### config.mk
export PLATFORM = sky130hd
export DESIGN_NAME = output_fifo
export DESIGN_NICKNAME = d
export VERILOG_FILES = /design/src/rtl/output_fifo_pkg.sv /design/src/rtl/dff.sv /design/src/rtl/output_fifo_mem.sv /design/src/rtl/output_fifo.sv
export SDC_FILE = /design/constraint.sdc
export NUM_CORES = 1
export LEC_CHECK = 0
export CORE_UTILIZATION = 40
export CTS_CLUSTER_SIZE = 14
export DETAILED_ROUTE_END_ITERATION = 12
export SLEW_MARGIN = 25
export SYNTH_ARGS = -nofsm -noshare
export SYNTH_HDL_FRONTEND = slang
export SYNTH_SLANG_ARGS = --single-unit
### constraint.sdc
create_clock -name clk -period 21 [get_ports clk]
set_clock_uncertainty 0.15 [all_clocks]
set_input_delay 4.2 -clock clk [delete_from_list [all_inputs] [get_ports clk]]
set_output_delay 4.2 -clock clk [all_outputs]
set_load 0.05 [all_outputs]
### src/rtl/output_fifo_pkg.sv
// Shared constants for the output FIFO slice.
// Holds the default word width and depth used by output_fifo and its
// storage sub-module, so both agree when instantiated without overrides.
package output_fifo_pkg;

  localparam int DEF_BUS_SIZE = 32;
  localparam int DEF_DEPTH    = 16;

endpackage

### src/rtl/dff.sv
// Generic enabled register with asynchronous active-high reset to zero.
// Ports:
//   clk  - clock
//   rst  - asynchronous reset, active-high, clears q to 0
//   en   - load enable
//   d    - next value
//   q    - registered value
module dff #(
  parameter int W = 1
) (
  input  logic         clk,
  input  logic         rst,
  input  logic         en,
  input  logic [W-1:0] d,
  output logic [W-1:0] q
);

  always_ff @(posedge clk or posedge rst) begin
    if (rst) begin
      q <= '0;
    end else if (en) begin
      q <= d;
    end
  end

endmodule

### src/rtl/output_fifo_mem.sv
// DEPTH x (BUS_SIZE+1) register array for the output FIFO.
// Each entry is {last, data}. One synchronous write port, one
// asynchronous read port. Every entry clears to 0 on reset.
// Ports:
//   clk, rst - clock, asynchronous active-high reset
//   we       - write enable
//   waddr    - write address
//   wdata    - write entry {last, data}
//   raddr    - read address
//   rdata    - entry at raddr (combinational)
module output_fifo_mem
  import output_fifo_pkg::*;
#(
  parameter int BUS_SIZE = DEF_BUS_SIZE,
  parameter int DEPTH    = DEF_DEPTH,
  localparam int AW      = $clog2(DEPTH)
) (
  input  logic              clk,
  input  logic              rst,
  input  logic              we,
  input  logic [AW-1:0]     waddr,
  input  logic [BUS_SIZE:0] wdata,
  input  logic [AW-1:0]     raddr,
  output logic [BUS_SIZE:0] rdata
);

  logic [BUS_SIZE:0] mem [DEPTH];

  always_ff @(posedge clk or posedge rst) begin
    if (rst) begin
      for (int i = 0; i < DEPTH; i++) begin
        mem[i] <= '0;
      end
    end else if (we) begin
      mem[waddr] <= wdata;
    end
  end

  assign rdata = mem[raddr];

endmodule

### src/rtl/output_fifo.sv
// Output buffer between the encoder datapath and the external data-out port.
// Captures every qualified encoder word into a DEPTH-entry FIFO and presents
// it on a valid/ready interface with an end-of-transaction marker. The encoder
// cannot be stalled, so a push into a full FIFO with no same-cycle pop is
// dropped and recorded in the sticky overflow flag.
// Ports:
//   clk, rst   - clock, asynchronous active-high reset
//   flush      - synchronous clear of pointers and occupancy (wins over push/pop)
//   din        - encoder word
//   din_valid  - push strobe
//   din_last   - final word of the transaction, sampled with din_valid
//   free_cnt   - free entries, derived from the registered occupancy
//   full/empty - occupancy at DEPTH / at 0
//   overflow   - sticky, a push was dropped; cleared only by rst
//   do_data    - head word
//   do_valid   - head word present
//   do_last    - head word's last flag
//   do_ready   - consumer accepts the head word
module output_fifo
  import output_fifo_pkg::*;
#(
  parameter int BUS_SIZE = DEF_BUS_SIZE,
  parameter int DEPTH    = DEF_DEPTH,
  localparam int CNT_W   = $clog2(DEPTH) + 1
) (
  input  logic                clk,
  input  logic                rst,
  input  logic                flush,
  input  logic [BUS_SIZE-1:0] din,
  input  logic                din_valid,
  input  logic                din_last,
  output logic [CNT_W-1:0]    free_cnt,
  output logic                full,
  output logic                empty,
  output logic                overflow,
  output logic [BUS_SIZE-1:0] do_data,
  output logic                do_valid,
  output logic                do_last,
  input  logic                do_ready
);

  localparam int AW = $clog2(DEPTH);

  logic [AW-1:0]    wr_ptr, wr_ptr_nxt;
  logic [AW-1:0]    rd_ptr, rd_ptr_nxt;
  logic [CNT_W-1:0] count, count_nxt;
  logic             pop, push_ok, drop;
  logic [BUS_SIZE:0] rd_entry;

  assign pop = do_valid & do_ready;

  // A full FIFO still takes a push when the head leaves in the same cycle.
  // Pushes during flush are discarded silently, never counted as drops.
  assign push_ok = din_valid & ~flush & ((count != CNT_W'(DEPTH)) | pop);
  assign drop    = din_valid & ~flush & ~push_ok;

  always_comb begin
    wr_ptr_nxt = '0;
    rd_ptr_nxt = '0;
    count_nxt  = '0;
    if (!flush) begin
      wr_ptr_nxt = wr_ptr + AW'(push_ok);
      rd_ptr_nxt = rd_ptr + AW'(pop);
      count_nxt  = count + CNT_W'(push_ok) - CNT_W'(pop);
    end
  end

  dff #(.W(AW)) u_wr_ptr (
    .clk(clk), .rst(rst), .en(1'b1), .d(wr_ptr_nxt), .q(wr_ptr)
  );

  dff #(.W(AW)) u_rd_ptr (
    .clk(clk), .rst(rst), .en(1'b1), .d(rd_ptr_nxt), .q(rd_ptr)
  );

  dff #(.W(CNT_W)) u_count (
    .clk(clk), .rst(rst), .en(1'b1), .d(count_nxt), .q(count)
  );

  dff #(.W(1)) u_overflow (
    .clk(clk), .rst(rst), .en(drop), .d(1'b1), .q(overflow)
  );

  output_fifo_mem #(
    .BUS_SIZE(BUS_SIZE),
    .DEPTH   (DEPTH)
  ) u_mem (
    .clk  (clk),
    .rst  (rst),
    .we   (push_ok),
    .waddr(wr_ptr),
    .wdata({din_last, din}),
    .raddr(rd_ptr),
    .rdata(rd_entry)
  );

  assign free_cnt = CNT_W'(DEPTH) - count;
  assign full     = (count == CNT_W'(DEPTH));
  assign empty    = (count == '0);
  assign do_valid = (count != '0);
  assign do_data  = rd_entry[BUS_SIZE-1:0];
  assign do_last  = rd_entry[BUS_SIZE];

endmodule

### Metal 1, run 1

Bar = 100 µm. Supply wires on this layer in gray.
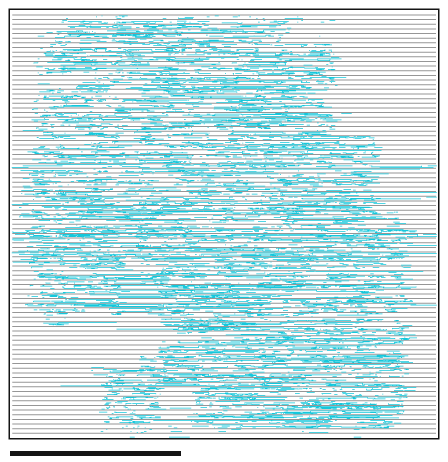
main direction: horizontal
wire length on this layer: 26.3 mm

### The metal 2 layer, run 1

Cells faint in the background.
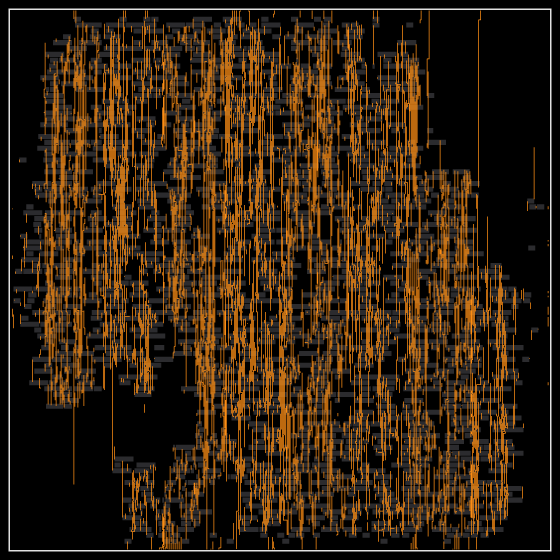
main direction: vertical
longest straight run: 87.2 µm

### The metal 3 layer, run 1

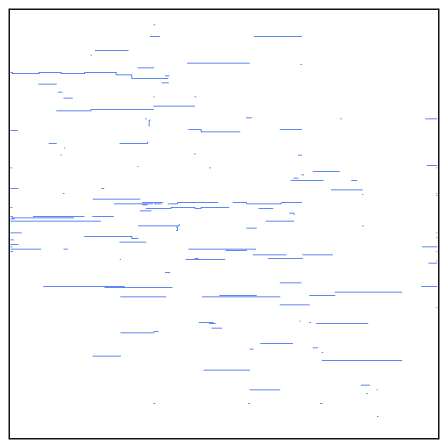
share of all routed wire: 2.7%
nets with wire on the layer: 55
main direction: horizontal

==> ci_impl_report.md, run 1 <==
### Yosys + OpenROAD results

| Metric | Value |
|---|---|
| Placed cell area | approximately 0.026 mm² |
| Ys Warns | 0 |
| Combinational gate count | 843 |
| Startpoint types | flop |
| Hold Path Origin | u_overflow.q$_DFFE_PP0P_ |
| Max Cap Violations | 0 |
| Init Core Util | around 40% |
| WP data required | 16.65 ns |
| RSZ-0062 raised after global routing | no |
| Root Buffer | clkbuf_16 |
| Tmin final | 8.61 ns |
| Seq area share | roughly half |
| Reg2reg path depth | 10 |
| Clock-cell share | ~6.9% |
| Largest class | flip-flops and latches |
| Post-cts sizing count | 0 |
| Post-synth ARST share | 100% |
| Reg2reg start | u_count.q[2]$_DFF_PP0_ |
| N_taps | ~780 |
| Status | finished, final reports clean |
| Worst reg2reg path endpoint | u_mem.mem[114]$_DFFE_PP0P_ |
| CTS HTree Levels | 2 |
| Routed wl met3 | around 1600 µm |
## run 1: flip-flops by register name, summed over array words and instances, names as in the netlist
name / count
u_wr_ptr.q: 4
u_rd_ptr.q: 4
u_mem.mem: 528
u_count.q: 5
u_overflow.q: 1
## run 1: report_power, final
group	total [mW]	internal (mW)	switching [mW]
Sequential	1.21	1.13	0.0734
Combinational	0.815	0.354	0.461
Clock	1.04	0.600	0.435
## run 1: layout by cell type, fill, tap and decap left out, types with 2 or more instances in the layout
master / Yosys / layout
a21oi_1: 3 / 3
xor2_1: 3 / 3
mux4_2: 132 / 132
o21bai_1: 2 / 2
buf_6: 6 / 5
nand2_1: 38 / 38
clkbuf_8: 0 / 15
nand3_1: 4 / 3
nor2b_1: 8 / 6
or3_2: 0 / 2
xnor2_1: 7 / 7
ha_1: 13 / 13
dfrtp_1: 542 / 540
a22oi_1: 66 / 66
clkinvlp_4: 0 / 2
nor2b_4: 1 / 3
buf_4: 7 / 25
nor3_4: 0 / 4
clkbuf_16: 0 / 60
nand2b_1: 3 / 3
dfrtp_4: 0 / 2
bufinv_16: 0 / 2
inv_1: 13 / 12
mux2_4: 60 / 60
mux2_1: 3 / 3
nor2_1: 17 / 9
clkinv_2: 0 / 12
clkbuf_1: 58 / 9
o211ai_4: 2 / 2
nor2_4: 0 / 8
clkdlybuf4s50_1: 0 / 79
nand3b_1: 3 / 3
mux2_2: 465 / 465
## run 1: cell families (layout without fill, tap and decap cells)
group / count (synthesis) / count (layout) / share of synthesized area [%]
AND-OR/OR-AND: 75 / 75 / 2.37
XOR/XNOR: 10 / 10 / 0.355
adder cells (fa/ha/maj): 14 / 14 / 0.740
flip-flops: 542 / 542 / 54.9
multiplexers: 660 / 660 / 37.0
buffers and inverters: 147 / 227 / 2.80
AND/OR/NAND/NOR: 84 / 84 / 1.75
==> inputs of run 2 (changes only) <==
==> constraint.sdc (replaced) <==
create_clock -name clk -period 8 [get_ports clk]
set_clock_uncertainty 0.15 [all_clocks]
set_input_delay 1.6 -clock clk [delete_from_list [all_inputs] [get_ports clk]]
set_output_delay 1.6 -clock clk [all_outputs]
set_load 0.05 [all_outputs]
### Track usage over the die, run 2

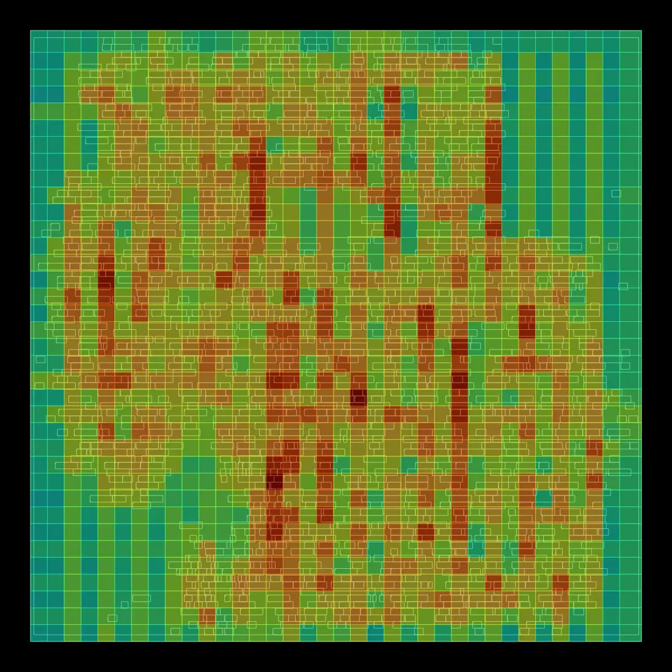
gr busiest metal: met2
gr usage total: 19.1%
GR Util met3: 3.22%

==> run 2 against run 1 <==
Against the previous run:
- sequential power rose to 2.6 times the previous value
- critical path depth unchanged
- setup slack got worse by 10 ns
- design area rose by 0.42%
- worst hold slack improved by 0.011 ns
- clock power rose to 2.6 times the previous value
- non-clock buffer count rose by 5
- synthesized area unchanged
- global-route usage is 0.25 points lower
- final cell count up 0.21%
- sequential cell count is the same
- critical path type unchanged
- highest routed layer unchanged
==> ci_impl_report.md, run 2 <==
### Yosys + OpenROAD results

| Metric | Value |
|---|---|
| Reg2reg start | u_count.q[0]$_DFF_PP0_ (was u_count.q[2]$_DFF_PP0_) |
| Largest regs | u_mem.mem (528), u_count.q (5) (unchanged) |
| Yosys top cell by area | dfrtp_1 (unchanged) |
| Total power | 8.04 mW (was 3.06 mW) |
| WP data arrival | 4.04 ns (was 4.26 ns) |
| Synth top cell by count | dfrtp_1 (unchanged) |
| Synth Net Count | 1,584 (unchanged) |
| Post-synth ARST share | 100% (unchanged) |
| Placed cell area | 0.0263 mm² (was 0.0262 mm²) |
| Register area | 0.0136 mm² (unchanged) |
| Top cell excl fill/tap | dfrtp_1 (unchanged) |
| RSZ-0062 raised after global routing | no (unchanged) |
| CTS HTree Levels | 2 (unchanged) |
| Init Core Util | 40.7% (unchanged) |
| Dpl ws | 2.80 ns (was 12.78 ns) |
| Most numerous logic cells after layout | 540 x dfrtp_1, 465 x mux2_2, 132 x mux4_2 (unchanged) |
| Hold Path Origin | u_overflow.q$_DFFE_PP0P_ (unchanged) |
| Post CTS Setup Buffer Count | 0 (unchanged) |
| WP data required | 6.25 ns (was 16.65 ns) |
| Status | finished, final reports clean (unchanged) |
| Tmin final | 5.79 ns |
| Most flops, register | u_mem.mem (unchanged) |
| First-pass GRT wire length | 91,700 µm (was 92,400 µm) |
| Max Cap Violations | 0 (unchanged) |
| Ys Warns | 0 (unchanged) |
| Largest register FFs | 528 (unchanged) |
| Post-cts sizing count | 0 (unchanged) |
[run 2: how the worst max path moves through the flow]
stage	start	to	depth (start not counted)
after floorplan	rst	u_count.q[0]$_DFF_PP0_	1
after global placement	u_rd_ptr.q[0]$_DFF_PP0_	do_data[29]	5
after detailed placement	u_rd_ptr.q[0]$_DFF_PP0_	do_data[29]	5
after CTS	u_rd_ptr.q[0]$_DFF_PP0_	do_data[21]	5
after global routing	u_rd_ptr.q[0]$_DFF_PP0_	do_data[29]	5
final	u_rd_ptr.q[0]$_DFF_PP0_	do_data[21]	5
[run 2: stage by stage]
step           instances  setup TNS, ns  utilization, %
2_1_floorplan       1532        -608.10               -
3_3_place_gp        2290              0            43.2
3_5_place_dp        2295              0            43.4
4_1_cts             2399              0            46.5
5_1_grt             2399              0            46.5
6_report            2399              0            46.5
[run 2: cells by family (layout without fill, tap and decap cells)]
logic type,count (synthesis),after routing,share of synthesized area (%)
multiplexers,660,660,37.0
AND/OR/NAND/NOR,84,84,1.75
AND-OR/OR-AND,75,75,2.37
adder cells (fa/ha/maj),14,14,0.740
buffers and inverters,147,232,2.80
XOR/XNOR,10,10,0.355
flip-flops,542,542,54.9
[run 2: area by class of cell]
| type | count | share of cell area [%] |
|---|---|---|
| clock buffer | 86 | 5.87 |
| multi-input combinational | 843 | 37.3 |
| timing repair buffer | 114 | 4.18 |
| clock inverter | 18 | 0.935 |
| tap | 782 | 3.46 |
| sequential | 542 | 48.0 |
| inverter | 14 | 0.199 |
[run 2: metal layers]
layer | up-vias | wire length [µm]
met4 | 4 | 1380
met3 | 94 | 2170
met1 | 7410 | 26500
met5 | - | 21
met2 | 238 | 27900
li1 | 5763 | -
[run 2: power breakdown]
part,switching [mW],internal [mW]
clock,1.12,1.59
combinational,1.22,0.944
sequential,0.192,2.98
Power figures rest on the tool's default switching activity, not on a simulated workload.
